--- config.mk ---
export PLATFORM = sky130hd
export DESIGN_NAME = stopwatch_min_sec_flat
export DESIGN_NICKNAME = d
export VERILOG_FILES = /design/src/rtl/stopwatch_min_sec_if.sv /design/src/rtl/stopwatch_min_sec.sv /design/src/flat_wrapper.sv
export SDC_FILE = /design/constraint.sdc
export NUM_CORES = 1
export LEC_CHECK = 0
export CAP_MARGIN = 20
export CORE_UTILIZATION = 30
export DETAILED_ROUTE_END_ITERATION = 16
export SYNTH_ARGS = -nofsm -noshare
export SYNTH_HDL_FRONTEND = slang
export SYNTH_SLANG_ARGS = --single-unit
--- constraint.sdc ---
create_clock -name clk -period 3.52 [get_ports clk]
set_clock_uncertainty 0.05 [all_clocks]
set_input_delay 0.528 -clock clk [delete_from_list [all_inputs] [get_ports clk]]
set_output_delay 0.528 -clock clk [all_outputs]
set_load 0.03 [all_outputs]
--- src/rtl/stopwatch_min_sec_if.sv ---
// Key/tick inputs and BCD display outputs of the MM:SS stopwatch stage.
interface stopwatch_min_sec_if;
  logic       key_ss;
  logic       key_clr;
  logic       key_lap;
  logic       tick;
  logic       run_n;
  logic [3:0] SL;
  logic [3:0] SH;
  logic [3:0] ML;
  logic [3:0] MH;
  logic       ovf;
  logic [1:0] state;
  logic       lap_active;

  modport master (
    output key_ss, key_clr, key_lap, tick,
    input  run_n, SL, SH, ML, MH, ovf, state, lap_active
  );

  modport slave (
    input  key_ss, key_clr, key_lap, tick,
    output run_n, SL, SH, ML, MH, ovf, state, lap_active
  );
endinterface

--- src/rtl/stopwatch_min_sec.sv ---
// MM:SS BCD accumulator and start/stop/clear FSM fed by the sub-second carry.
// Optional lap-hold display freeze is built when LAP_HOLD_EN is defined.
module stopwatch_min_sec #(
  parameter int MIN_MAX     = 59,
  parameter int SYNC_STAGES = 2
) (
  input logic clk,
  input logic reset,
  stopwatch_min_sec_if.slave sw
);

  localparam logic [1:0] S_IDLE  = 2'b00;
  localparam logic [1:0] S_RUN   = 2'b01;
  localparam logic [1:0] S_PAUSE = 2'b10;

  localparam logic [3:0] MIN_ML = 4'(MIN_MAX % 10);
  localparam logic [3:0] MIN_MH = 4'(MIN_MAX / 10);

  localparam int K_SS  = 0;
  localparam int K_CLR = 1;
  localparam int K_LAP = 2;

  typedef struct packed {
    logic [3:0] mh;
    logic [3:0] ml;
    logic [3:0] sh;
    logic [3:0] sl;
  } bcd_t;

  // ---------------------------------------------------------------- keys
  logic [2:0]                  key_raw;
  logic [2:0][SYNC_STAGES-1:0] sync_q;
  logic [2:0]                  key_last_q;
  logic [2:0]                  key_sync;
  logic [2:0]                  key_edge;

  assign key_raw = {sw.key_lap, sw.key_clr, sw.key_ss};

  always_ff @(posedge clk or negedge reset) begin
    if (!reset) begin
      sync_q     <= '0;
      key_last_q <= '0;
    end else begin
      for (int i = 0; i < 3; i++) begin
        sync_q[i]     <= {sync_q[i][SYNC_STAGES-2:0], key_raw[i]};
        key_last_q[i] <= sync_q[i][SYNC_STAGES-1];
      end
    end
  end

  always_comb begin
    key_sync = '0;
    for (int i = 0; i < 3; i++) key_sync[i] = sync_q[i][SYNC_STAGES-1];
  end

  assign key_edge = key_sync & ~key_last_q;

  logic ss_edge, clr_edge;
  assign ss_edge  = key_edge[K_SS];
  assign clr_edge = key_edge[K_CLR];

  // ---------------------------------------------------------------- FSM
  logic [1:0] state_q, state_d;

  always_comb begin
    state_d = state_q;
    case (state_q)
      S_IDLE:  if (ss_edge) state_d = S_RUN;
      S_RUN:   if (ss_edge) state_d = S_PAUSE;
      S_PAUSE: begin
        if (clr_edge)     state_d = S_IDLE;
        else if (ss_edge) state_d = S_RUN;
      end
      default: state_d = S_IDLE;
    endcase
  end

  always_ff @(posedge clk or negedge reset) begin
    if (!reset) state_q <= S_IDLE;
    else        state_q <= state_d;
  end

  // ---------------------------------------------------------------- count
  // Edge of co, not level: the upstream counter holds co while stopped.
  logic tick_q;
  logic cnt_en, clr_cnt;
  bcd_t cnt_q, cnt_d;
  logic ovf_q, ovf_d;

  assign cnt_en  = sw.tick & ~tick_q & (state_q == S_RUN);
  assign clr_cnt = clr_edge & (state_q == S_PAUSE);

  always_comb begin
    cnt_d = cnt_q;
    ovf_d = 1'b0;
    if (clr_cnt) begin
      cnt_d = '0;
    end else if (cnt_en) begin
      if (cnt_q.sl != 4'd9) begin
        cnt_d.sl = cnt_q.sl + 4'd1;
      end else begin
        cnt_d.sl = 4'd0;
        if (cnt_q.sh != 4'd5) begin
          cnt_d.sh = cnt_q.sh + 4'd1;
        end else begin
          cnt_d.sh = 4'd0;
          if (cnt_q.ml == MIN_ML && cnt_q.mh == MIN_MH) begin
            cnt_d.ml = 4'd0;
            cnt_d.mh = 4'd0;
            ovf_d    = 1'b1;
          end else if (cnt_q.ml == 4'd9) begin
            cnt_d.ml = 4'd0;
            cnt_d.mh = cnt_q.mh + 4'd1;
          end else begin
            cnt_d.ml = cnt_q.ml + 4'd1;
          end
        end
      end
    end
  end

  always_ff @(posedge clk or negedge reset) begin
    if (!reset) begin
      tick_q <= 1'b0;
      cnt_q  <= '0;
      ovf_q  <= 1'b0;
    end else begin
      tick_q <= sw.tick;
      cnt_q  <= cnt_d;
      ovf_q  <= ovf_d;
    end
  end

  // ---------------------------------------------------------------- lap
  bcd_t disp;

`ifdef LAP_HOLD_EN
  logic lap_edge;
  logic lap_q, lap_d;
  bcd_t cap_q, cap_d;

  assign lap_edge = key_edge[K_LAP];

  // Capture the pre-increment count so a same-cycle tick lands in the live count only.
  always_comb begin
    lap_d = lap_q;
    cap_d = cap_q;
    if (clr_edge) begin
      lap_d = 1'b0;
    end else if (state_q == S_RUN) begin
      if (ss_edge) begin
        lap_d = 1'b0;
      end else if (lap_edge) begin
        lap_d = ~lap_q;
        if (!lap_q) cap_d = cnt_q;
      end
    end else begin
      lap_d = 1'b0;
    end
  end

  always_ff @(posedge clk or negedge reset) begin
    if (!reset) begin
      lap_q <= 1'b0;
      cap_q <= '0;
    end else begin
      lap_q <= lap_d;
      cap_q <= cap_d;
    end
  end

  assign disp          = lap_q ? cap_q : cnt_q;
  assign sw.lap_active = lap_q;
`else
  logic lap_edge_unused;
  assign lap_edge_unused = key_edge[K_LAP];
  assign disp            = cnt_q;
  assign sw.lap_active   = 1'b0;
`endif

  // ---------------------------------------------------------------- outputs
  assign sw.run_n = (state_q != S_RUN);
  assign sw.state = state_q;
  assign sw.ovf   = ovf_q;
  assign sw.SL    = disp.sl;
  assign sw.SH    = disp.sh;
  assign sw.ML    = disp.ml;
  assign sw.MH    = disp.mh;

endmodule

--- src/flat_wrapper.sv ---
// flat-port wrapper written by rule: the top's interface ports become plain ports
module stopwatch_min_sec_flat 
#(
  parameter int MIN_MAX     = 59,
  parameter int SYNC_STAGES = 2
)
  (clk, reset, sw_key_ss, sw_key_clr, sw_key_lap, sw_tick, sw_run_n, sw_SL, sw_SH, sw_ML, sw_MH, sw_ovf, sw_state, sw_lap_active);
  stopwatch_min_sec_if sw_i ();
  input logic clk;
  input logic reset;
  input wire logic [$bits(sw_i.key_ss)-1:0] sw_key_ss;
  input wire logic [$bits(sw_i.key_clr)-1:0] sw_key_clr;
  input wire logic [$bits(sw_i.key_lap)-1:0] sw_key_lap;
  input wire logic [$bits(sw_i.tick)-1:0] sw_tick;
  output wire logic [$bits(sw_i.run_n)-1:0] sw_run_n;
  output wire logic [$bits(sw_i.SL)-1:0] sw_SL;
  output wire logic [$bits(sw_i.SH)-1:0] sw_SH;
  output wire logic [$bits(sw_i.ML)-1:0] sw_ML;
  output wire logic [$bits(sw_i.MH)-1:0] sw_MH;
  output wire logic [$bits(sw_i.ovf)-1:0] sw_ovf;
  output wire logic [$bits(sw_i.state)-1:0] sw_state;
  output wire logic [$bits(sw_i.lap_active)-1:0] sw_lap_active;
  assign sw_i.key_ss = sw_key_ss;
  assign sw_i.key_clr = sw_key_clr;
  assign sw_i.key_lap = sw_key_lap;
  assign sw_i.tick = sw_tick;
  assign sw_run_n = sw_i.run_n;
  assign sw_SL = sw_i.SL;
  assign sw_SH = sw_i.SH;
  assign sw_ML = sw_i.ML;
  assign sw_MH = sw_i.MH;
  assign sw_ovf = sw_i.ovf;
  assign sw_state = sw_i.state;
  assign sw_lap_active = sw_i.lap_active;
  stopwatch_min_sec #(.MIN_MAX(MIN_MAX), .SYNC_STAGES(SYNC_STAGES)) u_core (.clk(clk), .reset(reset), .sw(sw_i));
endmodule
Figure 1. Power grid (run 1).
The bar under the picture is 20 um long. Pins as bars on the die edge.
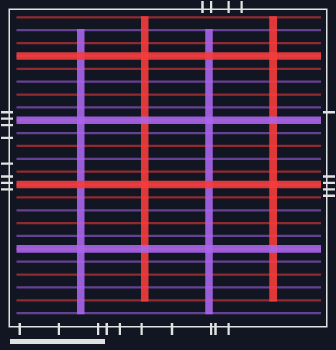
legend:
  red:
    net: VDD
  purple:
    net: VSS
met5 straps: 4
met1 rails: 24
met4 straps: 4
rows: 23

Figure 2. Placed cells, one colour a class (run 1).
Fill, decap, tap and diode cells in grey.
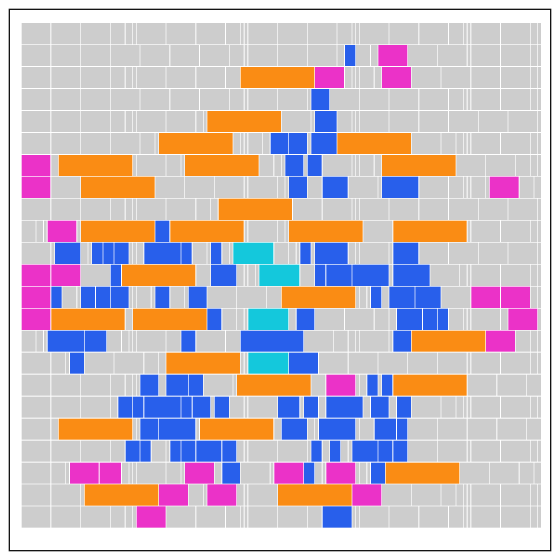
legend:
  blue:
    class: remaining logic cells
    cells: 86
    share_of_their_area: 38%
  orange:
    class: registers
    cells: 26
    share_of_their_area: 42%
  cyan:
    class: clock drivers and dummy loads
    cells: 4
    share_of_their_area: 3.6%
  magenta:
    class: remaining buffers and delay cells
    cells: 25
    share_of_their_area: 16%
std cell rows: 23
Layout Utilization: 0.396
core area: 4030 sq um
fraction of area in registers: 0.408
post-layout instance area: 1600 sq um

Figure 3. Clock network drawn from the DEF (run 1).
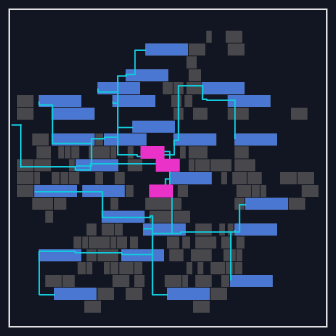
legend:
  blue:
    item: flip-flops
    count: 26
  magenta:
    item: clock-net drivers
    count: 3
  cyan:
    item: clock wires
    length: 324 um
routed clock nets: 4

Figure 4. Metal layers overlaid (run 1).
The bar under the picture is 20 um long. Two of the layers only.
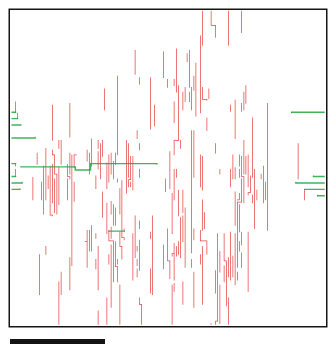
legend:
  green:
    layer: M3
    wire_length: 68.1 um
  red:
    layer: M2
    wire_length: 1,140 um
GRT Overall Usage: 0.121
drt total wl: 2.34 mm
WL per Instance: 12.2 um
via count: 946

-- run 1: cells in the final DEF (no fill, tap or decap), drive strengths merged --
cell           count
a211o              1
a21oi             11
a311oi             1
a31o               1
a41oi              1
and3b              5
and4bb             1
buf                1
clkbuf             4
clkdlybuf4s50     24
conb               1
dfrtp             26
ha                 8
inv                6
mux2               1
mux2i              1
nand2              8
nand2b             3
nand3              5
nand3b             1
nand4              1
nand4b             1
nor2               6
nor2b              3
o21ai              6
o22a               1
o22ai              1
o31ai              1
or3                7
or3b               1
or4                3
-- run 1: state kept, by name, summed over array words and instances (netlist names) --
name and flops:
u_core.sw.ML 4, u_core.key_last_q 2, u_core.sw.SH 4, u_core.sw.ovf 1, u_core.sync_q 2, u_core.tick_q 1
u_core.sw.MH 4, u_core.key_sync 2, u_core.sw.SL 4, u_core.sw.state 2
==> flow_summary.json, run 1 <==
{
  "finalNonFillerCells": 191,
  "buffer_area_frac": 0.155,
  "grt_max_degree": 27,
  "wl_met3_um": 68,
  "yosysChipArea_sq_um": 1260,
  "p_per_area_nw_per_um2": 491,
  "n_clock_buffer": 4,
  "synth_cell_type_count": 33,
  "drtIter0Drc": 55,
  "ys_seq_frac": 0.516,
  "logic_gates": 80,
  "grt_use_met2": 0.193,
  "ys_cells": 117,
  "dpl_worst_slack_ns": 1.04,
  "dr.pass1.iters": 4,
  "p_switching_uw": 252,
  "warning_count": 31,
  "setup_violations": 0,
  "overflow": 0,
  "met3_usage": 0.0257,
  "path_delay_family": "simple AND/OR/NAND/NOR gates",
  "r2r-start": "u_core.sw.SL[1]",
  "critPathArrivalTime_ns": 2.34,
  "regToRegEndpoint": "u_core.sw.MH[3]",
  "seqPwrFrac": 0.474,
  "fillers": 410,
  "worstSkewPairLatency_ns": 0.26,
  "top_cells_by_count": "26 x dfrtp_1, 11 x a21oi_1, 8 x ha_1, 8 x nand2_1, 7 x or3_1",
  "grt.busiest_layer": "met2",
  "port_buffers": 24,
  "synth_top_cell_by_count": "dfrtp_1",
  "endpoint": "u_core.sw.MH[3]",
  "synthSimpleGateAreaFrac": 0.229,
  "ys.flop_type": "dfrtp_1",
  "cp-end-kind": "flop",
  "fin_nets": 156,
  "vdd_drop_max_mv": 0.153,
  "antenna_found_initial": 0,
  "setup_slack_ns": 1.32,
  "avgSynthCellArea_sq_um": 10.8,
  "fmaxAchievable_ghz": 0.454,
  "cp_max_fo": 10,
  "clkSinkCount": 26,
  "fin_crit_ns": 2.20,
  "syn_to_final_growth_pct": 26.5,
  "crit_slowest_cell": "or4_1",
  "powerSeq_uw": 371,
  "critPathMaxStageDelay_ns": 0.51,
  "fin_hold_ws_ns": 0.310,
  "p_leak_nw": 0.690,
  "crit_path_start_kind": "input port",
  "synthAoiAreaFrac": 0.113,
  "critPathLaunch": "sw_tick",
  "reg2regPathDepth": 6,
  "critPathBufInv": 1,
  "hold_viol": 0,
  "ff_count": 26,
  "cts_root_buffer": "clkbuf_8",
  "intPower_uw": 530,
  "top_area_cell": "dfrtp_1",
  "ys_sh_xor": 0,
  "path_cells": "clkdlybuf4s50_1 -> and4bb_1 -> nand4_4 -> or4_1 -> a21oi_1",
  "status": "finished, final reports clean",
  "cts_buffer_depth": 2,
  "dominant_cells": "flip-flops and latches",
  "yosysWarnings": 0,
  "hold_buffers": 0,
  "dieArea_sq_um": 4470,
  "final-seq-area_sq_um": 651,
  "fp.dieW_um": 66.8,
  "n_antenna_cell": 0,
  "met1_usage": 0.166,
  "floorplanUtilization": 0.313,
  "worstPathRequired_ns": 3.66
}
--- run 2 (diff from run 1) ---
- clock period: 3.52 -> 2.3 ns (I/O delays scaled with it)
==> run 2 against run 1 <==
Against the previous run: critical path depth rose by 1; synthesized area did not move; power rose by 53%; hold slack got worse by 0.0065 ns; largest cell class unchanged; design area rose by 0.94%; register-to-register slack got worse by 1.2 ns; largest power group unchanged; combinational power rose by 55%; cell count rose by 1.0%; first-iteration DRC count fell by 44%; sequential cell count did not move; clock power rose by about 50%; die area did not move; critical endpoint unchanged.
==> flow_summary.json, run 2 <==
{
  "status": "finished, final reports clean",
  "met1_usage": 0.152,
  "ys_seq_frac": 0.516,
  "overflow": 0,
  "routed_wl_mm": 2.43,
  "p_switching_uw": 384,
  "fmaxAchievable_ghz": 0.499,
  "hold_viol": 0,
  "hold_buffers": 0,
  "cp-end-kind": "flop",
  "wl_per_cell_um": 12.6,
  "cp_max_fo": 9,
  "logic_gates": 80,
  "path_cells": "inv_1 -> ha_1 -> and3b_1 -> nand4_4 -> or4_1 -> a21oi_1",
  "rows": 23,
  "intPower_uw": 814,
  "top_area_cell": "dfrtp_1",
  "dieArea_sq_um": 4470,
  "n_clock_buffer": 4,
  "wl_met3_um": 78,
  "ys_cells": 117,
  "syn_to_final_growth_pct": 27.7,
  "r2r-start": "u_core.sw.SL[1]",
  "p_per_area_nw_per_um2": 744,
  "lay_top_cells": "26 x dfrtp_1, 24 x clkdlybuf4s50_1, 11 x a21oi_1",
  "n_antenna_cell": 0,
  "dominant_cells": "flip-flops and latches",
  "p_leak_nw": 0.701,
  "fin_hold_ws_ns": 0.303,
  "setup_slack_ns": 0.297,
  "critPathBufInv": 1,
  "final_core_util": 0.400,
  "dpl_worst_slack_ns": 0.122,
  "ys.flop_type": "dfrtp_1",
  "vias": 937
}
[run 2: cell types whose count changed in the layout (fill, tap and decap cells not counted), sizes merged]
cell  before  now
buf        1    3
[run 2: worst max path at each step]
stage,from,to,slack (ns),depth (start not counted)
floorplan,u_core.sw.SL[0],u_core.sw.MH[3],0.37,6
global placement,sw_tick,u_core.sw.MH[3],0.17,5
detailed placement,sw_tick,u_core.sw.MH[3],0.12,5
CTS,u_core.sw.SL[1],u_core.sw.MH[3],0.29,6
global route,u_core.sw.SL[1],u_core.sw.MH[3],0.17,6
finish,u_core.sw.SL[1],u_core.sw.MH[3],0.30,6
[run 2: cells by family after synthesis]
group,Yosys count,share of synthesized area
buf+inv,11,0.0427
flops,26,0.516
fa+ha+maj,8,0.0794
compound gates,24,0.113
mux,2,0.0169
simple gates,45,0.229
other cells,1,0.00297
Figure 5. Placed cells, one colour a class (run 2).
Fill, decap, tap and diode cells in grey.
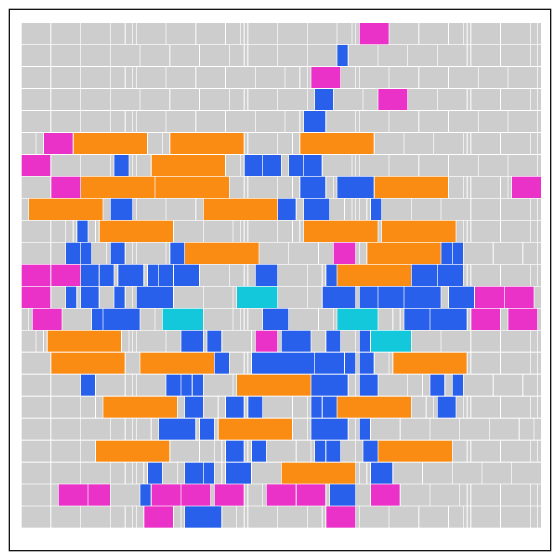
legend:
  orange:
    class: registers
    cells: 26
    share_of_their_area: 42%
  magenta:
    class: remaining buffers and delay cells
    cells: 27
    share_of_their_area: 17%
  blue:
    class: remaining logic cells
    cells: 86
    share_of_their_area: 37%
  cyan:
    class: clock drivers and dummy loads
    cells: 4
    share_of_their_area: 3.6%

Figure 6. Clock network drawn from the DEF (run 2).
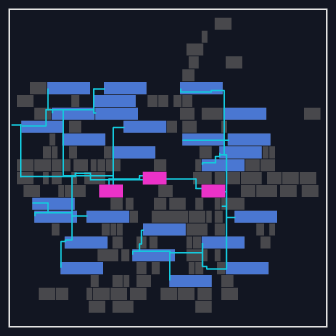
legend:
  blue:
    item: flip-flops
    count: 26
  magenta:
    item: clock-net drivers
    count: 3
  cyan:
    item: clock wires
    length: 286 um
routed clock nets: 4

Power is estimated from default activity; no workload was simulated.
